[config.mk]
export PLATFORM = sky130hd
export DESIGN_NAME = display_scanner
export DESIGN_NICKNAME = d
export VERILOG_FILES = /design/src/rtl/display_pkg.sv /design/src/rtl/seg7_decoder.sv /design/src/rtl/display_scanner.sv
export SDC_FILE = /design/constraint.sdc
export NUM_CORES = 1
export LEC_CHECK = 0
export CORE_ASPECT_RATIO = 0.7
export CORE_MARGIN = 1.5
export CORE_UTILIZATION = 49
export CTS_CLUSTER_DIAMETER = 80
export DETAILED_ROUTE_END_ITERATION = 8
export GPL_ROUTABILITY_DRIVEN = 0
export PLACE_DENSITY = 0.76
export SLEW_MARGIN = 20
export SYNTH_ARGS = -nofsm -noshare
export SYNTH_HDL_FRONTEND = slang
export SYNTH_SLANG_ARGS = --single-unit
[constraint.sdc]
create_clock -name clock -period 2.9 [get_ports clock]
set_clock_uncertainty 0.05 [all_clocks]
set_input_delay 0.87 -clock clock [delete_from_list [all_inputs] [get_ports clock]]
set_output_delay 0.87 -clock clock [all_outputs]
set_load 0.01 [all_outputs]
[src/rtl/display_pkg.sv]
// Shared types and constants for the 7-segment display blocks.
// Segment encodings are active-high internally, bit order {g,f,e,d,c,b,a}.
package display_pkg;

    typedef enum logic [1:0] {IDLE, SHOW, BLANK} state_t;

    localparam logic [6:0] SEG_OFF  = 7'b0000000;
    localparam logic [6:0] SEG_DASH = 7'b1000000;

    // Entry 15 first: values 10..15 map to the dash error glyph.
    localparam logic [15:0][6:0] GLYPH_TABLE = {
        SEG_DASH, SEG_DASH, SEG_DASH, SEG_DASH, SEG_DASH, SEG_DASH,
        7'h6F, 7'h7F, 7'h07, 7'h7D, 7'h6D,
        7'h66, 7'h4F, 7'h5B, 7'h06, 7'h3F
    };

endpackage

[src/rtl/seg7_decoder.sv]
// Combinational BCD-to-7-segment decoder with a blank override.
// Output is active-high, bit order {g,f,e,d,c,b,a}.
module seg7_decoder
    import display_pkg::*;
(
    input  logic [3:0] value,
    input  logic       blank,
    output logic [6:0] seg
);

    assign seg = blank ? SEG_OFF : GLYPH_TABLE[value];

endmodule

[src/rtl/display_scanner.sv]
// Time-multiplexed common-anode 7-segment scanner driven by an asynchronous
// scan tick, with dead-time between digits and leading-zero blanking.
module display_scanner
    import display_pkg::*;
#(
    parameter int DIGITS      = 4,
    parameter int BLANK_TICKS = 1,
    parameter int ACTIVE_LOW  = 1
) (
    input  logic                  clock,
    input  logic                  reset,
    input  logic                  scanTick,
    input  logic [4*DIGITS-1:0]   digitsIn,
    input  logic [DIGITS-1:0]     dotMask,
    input  logic                  blankZeros,
    output logic [6:0]            segments,
    output logic                  dot,
    output logic [DIGITS-1:0]     anodes,
    output logic                  frameStart
);

    localparam int              IDX_W      = $clog2(DIGITS);
    localparam logic [IDX_W-1:0] LAST_IDX  = IDX_W'(DIGITS - 1);
    localparam logic [3:0]      BLANK_LOAD = (BLANK_TICKS > 0) ? 4'(BLANK_TICKS - 1) : 4'd0;
    localparam logic            POL        = (ACTIVE_LOW != 0);

    logic                  sync_p0, sync_p1, sync_p2, step_p3;

    state_t                state, nxt_state;
    logic [IDX_W-1:0]      index, nxt_index;
    logic [3:0]            blank_cnt, nxt_cnt;
    logic [4*DIGITS-1:0]   shadow_digits, nxt_digits;
    logic [DIGITS-1:0]     shadow_dots, nxt_dots;
    logic                  shadow_bz, nxt_bz;
    logic                  nxt_frame;
    logic                  advance;

    logic [DIGITS-1:0]     lz_mask;
    logic                  zero_run;
    logic [3:0]            cur_value;
    logic                  cur_blank;
    logic [6:0]            dec_seg;
    logic                  lit;
    logic [6:0]            seg_lit;
    logic                  dot_lit;
    logic [DIGITS-1:0]     anode_lit;

    // Next-state logic; outputs are registered from the next-state view so
    // the newly latched frame data is visible in the same cycle it is shown.
    always_comb begin
        nxt_state  = state;
        nxt_index  = index;
        nxt_cnt    = blank_cnt;
        nxt_digits = shadow_digits;
        nxt_dots   = shadow_dots;
        nxt_bz     = shadow_bz;
        nxt_frame  = 1'b0;
        advance    = 1'b0;
        if (step_p3) begin
            case (state)
                IDLE: begin
                    nxt_state  = SHOW;
                    nxt_index  = '0;
                    nxt_digits = digitsIn;
                    nxt_dots   = dotMask;
                    nxt_bz     = blankZeros;
                    nxt_frame  = 1'b1;
                end
                SHOW: begin
                    if (BLANK_TICKS > 0) begin
                        nxt_state = BLANK;
                        nxt_cnt   = BLANK_LOAD;
                    end else begin
                        advance = 1'b1;
                    end
                end
                BLANK: begin
                    if (blank_cnt == 4'd0) begin
                        nxt_state = SHOW;
                        advance   = 1'b1;
                    end else begin
                        nxt_cnt = blank_cnt - 4'd1;
                    end
                end
                default: nxt_state = IDLE;
            endcase
            if (advance) begin
                if (index == LAST_IDX) begin
                    nxt_index  = '0;
                    nxt_digits = digitsIn;
                    nxt_dots   = dotMask;
                    nxt_bz     = blankZeros;
                    nxt_frame  = 1'b1;
                end else begin
                    nxt_index = index + IDX_W'(1);
                end
            end
        end
    end

    // A digit is a leading zero when it and every more significant digit are 0.
    always_comb begin
        zero_run = nxt_bz;
        lz_mask  = '0;
        for (int i = DIGITS - 1; i > 0; i--) begin
            zero_run   = zero_run & (nxt_digits[i*4 +: 4] == 4'd0);
            lz_mask[i] = zero_run;
        end
    end

    assign cur_value = nxt_digits[nxt_index*4 +: 4];
    assign cur_blank = lz_mask[nxt_index];

    seg7_decoder u_decoder (
        .value (cur_value),
        .blank (cur_blank),
        .seg   (dec_seg)
    );

    always_comb begin
        lit       = (nxt_state == SHOW);
        seg_lit   = lit ? dec_seg : SEG_OFF;
        dot_lit   = lit & nxt_dots[nxt_index];
        anode_lit = '0;
        if (lit) anode_lit[nxt_index] = 1'b1;
    end

    always_ff @(posedge clock or posedge reset) begin
        if (reset) begin
            sync_p0       <= 1'b0;
            sync_p1       <= 1'b0;
            sync_p2       <= 1'b0;
            step_p3       <= 1'b0;
            state         <= IDLE;
            index         <= '0;
            blank_cnt     <= 4'd0;
            shadow_digits <= '0;
            shadow_dots   <= '0;
            shadow_bz     <= 1'b0;
            segments      <= {7{POL}};
            dot           <= POL;
            anodes        <= {DIGITS{POL}};
            frameStart    <= 1'b0;
        end else begin
            // 2-FF synchronizer, edge register, registered rising-edge step
            sync_p0       <= scanTick;
            sync_p1       <= sync_p0;
            sync_p2       <= sync_p1;
            step_p3       <= sync_p1 & ~sync_p2;
            state         <= nxt_state;
            index         <= nxt_index;
            blank_cnt     <= nxt_cnt;
            shadow_digits <= nxt_digits;
            shadow_dots   <= nxt_dots;
            shadow_bz     <= nxt_bz;
            segments      <= seg_lit ^ {7{POL}};
            dot           <= dot_lit ^ POL;
            anodes        <= anode_lit ^ {DIGITS{POL}};
            frameStart    <= nxt_frame;
        end
    end

endmodule

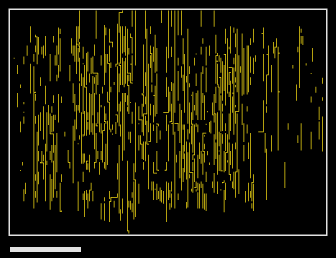
run_1/layer_met2.png
Scale bar: 20 um.
main direction	vertical
wire length on this layer	2,750 um
share of all routed wire	43%
nets with wire on the layer	290
longest straight run	39.8 um
DRT Wirelength: 6366 um
via count: 2,092
grt met2 use: 33.49%

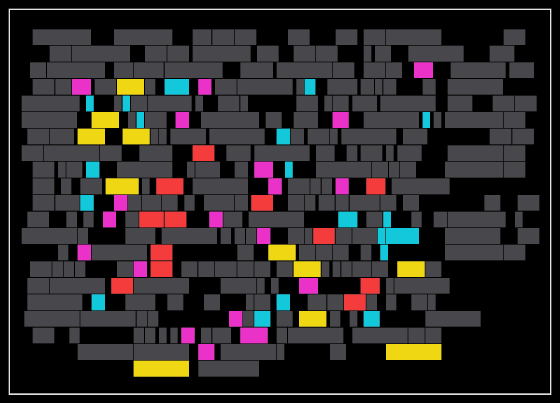
run_1/logic_types.png
family	colour	cells	most used
AND and OR gates	magenta	19	or2_2
NOR gates	cyan	19	nor2_1
adder and majority cells	yellow	11	ha_1
AND-OR and OR-AND gates	red	12	o211a_1
most common logic cell in the routed design: clkdlybuf4s50_1
Comb area share: 39.93%
final non-filler cell total: 365

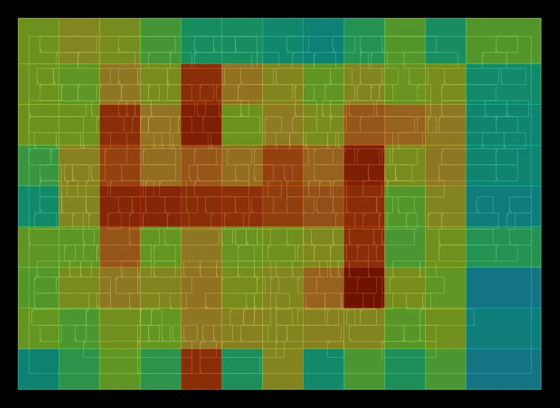
run_1/congestion.png
Core Util, Final: 67.88%
met3 usage: 5.020%
Total GRT Usage: 24.96%

==> reports/results.ini, run 1 <==
[place]
placed_cell_area_um2 = 3107

[cts]
cts_buffers = 5
ctsResizeCount = 0
cts.hold.buffers_added = 0
cts-root-buf = clkbuf_8

[final_timing]
maxSlewHeadroom_pct = 61.47
fin_tns_setup_ns = 0

[routing]
wl_met2_um = 2748
viasPerCell = 5.732

[synth]
synth.logic.top_family = AND-OR/OR-AND gates
async_flop_share_pct = 100.0
synthSimpleGateAreaFrac_pct = 16.03
synth-edff-count = 0
topCellsByArea = dfrtp_1, dfstp_2, ha_1, mux2_2, mux2i_1
synth_cell_types = 63
ff_type = dfrtp_1

[floorplanning]
tap-cell-count = 69
die_area_um2 = 5575

[setup_path]
critPathLaunchType = register
ff2ff_setup_slack_ns = 0.15

[run_status]
outcome = finished clean

[hold_path]
min_path_cells = 0

[cells_and_area]
largest_reg_flops = 16
layout_top_cells = clkdlybuf4s50_1, dfrtp_1, buf_4, o21ai_0
fillers = 384

[pwr]
powerComb_mw = 1.79

==> run 1: synth_stat cells (all sizes together), types with 3 or more instances <==
cell    number
and2         3
inv         15
mux2        11
o211a        7
o41ai        3
o22ai        7
buf          7
o211ai       6
mux2i        8
o21ai       18
nor2         9
dfrtp       34
dfstp       12
ha          11
nand2       13
nand3       13
o311ai       3
nor4         3
or2          9
==> run 1: critical path: stages, from the launching register on <==
cell       delay, ns
dfrtp_1         0.40
inv_2           0.09
ha_4            0.19
nand4bb_4       0.14
o21ai_4         0.26
buf_4           0.18
mux2_2          0.36
o21ai_0         0.09
nand2_1         0.13
nor2_4          0.14
ha_1            0.24
and2_4          0.17
o311ai_4        0.24
--- run 2 (diff from run 1) ---
--- a/config.mk
+++ b/config.mk
@@ -10,7 +10,7 @@
 export CORE_UTILIZATION = 49
 export CTS_CLUSTER_DIAMETER = 80
 export DETAILED_ROUTE_END_ITERATION = 8
-export GPL_ROUTABILITY_DRIVEN = 0
+export GPL_ROUTABILITY_DRIVEN = 1
 export PLACE_DENSITY = 0.76
 export SLEW_MARGIN = 20
 export SYNTH_ARGS = -nofsm -noshare
==> reports/results.ini, run 2 <==
[cts]
cts.hold.buffers_added = 0
cts-root-buf = clkbuf_8
cts_buffers = 5

[global_route]
grtUsageMet2_pct = 33.49
track_usage_pct = 24.96
met3_usage_pct = 5.020

[run_status]
outcome = finished clean

[floorplanning]
tap-cell-count = 69
die_area_um2 = 5575

[synth]
synthSimpleGateAreaFrac_pct = 16.03
topCellsByArea = dfrtp_1, dfstp_2, ha_1, mux2_2, mux2i_1
synth-edff-count = 0
synth_cell_types = 63

[setup_path]
path_buffers = 2
cp_slowest_stage_delay_ns = 0.40

[final_timing]
fin_tns_setup_ns = 0
maxSlewHeadroom_pct = 61.47

[cells_and_area]
layout_top_cells = clkdlybuf4s50_1, dfrtp_1, buf_4, o21ai_0
largest_reg_flops = 16
layout_top_cell = clkdlybuf4s50_1
fin_util_pct = 67.88
fillers = 384

[routing]
viasPerCell = 5.732
drt_wl_total_um = 6366

[place]
placed_cell_area_um2 = 3107

run 2: report_power, final:
group	internal [mW]	switching (mW)	leakage, nW
registers	0.910	0.102	0.547
logic	0.846	0.946	0.800
clock network	0.193	0.219	0.0482
run 2: path summary, 6_finish.rpt:
| path | depth (start not counted) | end | startpoint | slack, ns |
|---|---|---|---|---|
| min in group asynchronous | 3 | shadow_digits[14] | reset | 0.99 |
| min | 0 | sync_p1 | sync_p0 | 0.32 |
| max reg2reg | 12 | segments[3] | state[0] | 0.15 |
| min reg2reg | 0 | sync_p1 | sync_p0 | 0.32 |
| max in group asynchronous | 3 | shadow_digits[3] | reset | 1.42 |
| max | 12 | segments[3] | state[0] | 0.15 |
run 2: what timing repair did:
item	4_1_cts	5_1_grt
setup endpoints to repair	0	7
buffers inserted	0	3
gates resized	0	16
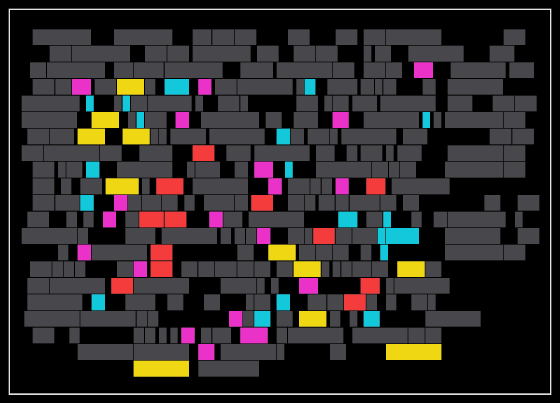
run_2/logic_types.png

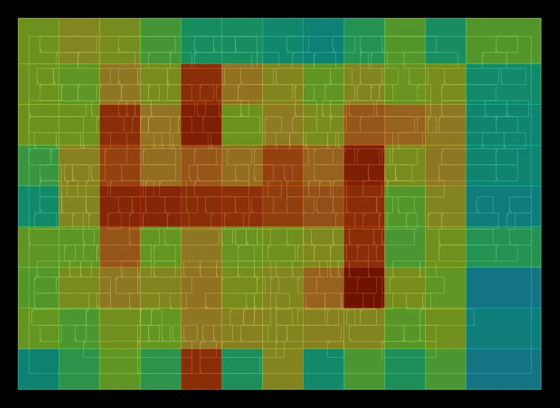
run_2/congestion.png
per-cell routed wire length: 17.44 um
grt met1 use: 39.35%
busiest layer in global routing: met1

Power figures rest on the tool's default switching activity, not on a simulated workload.
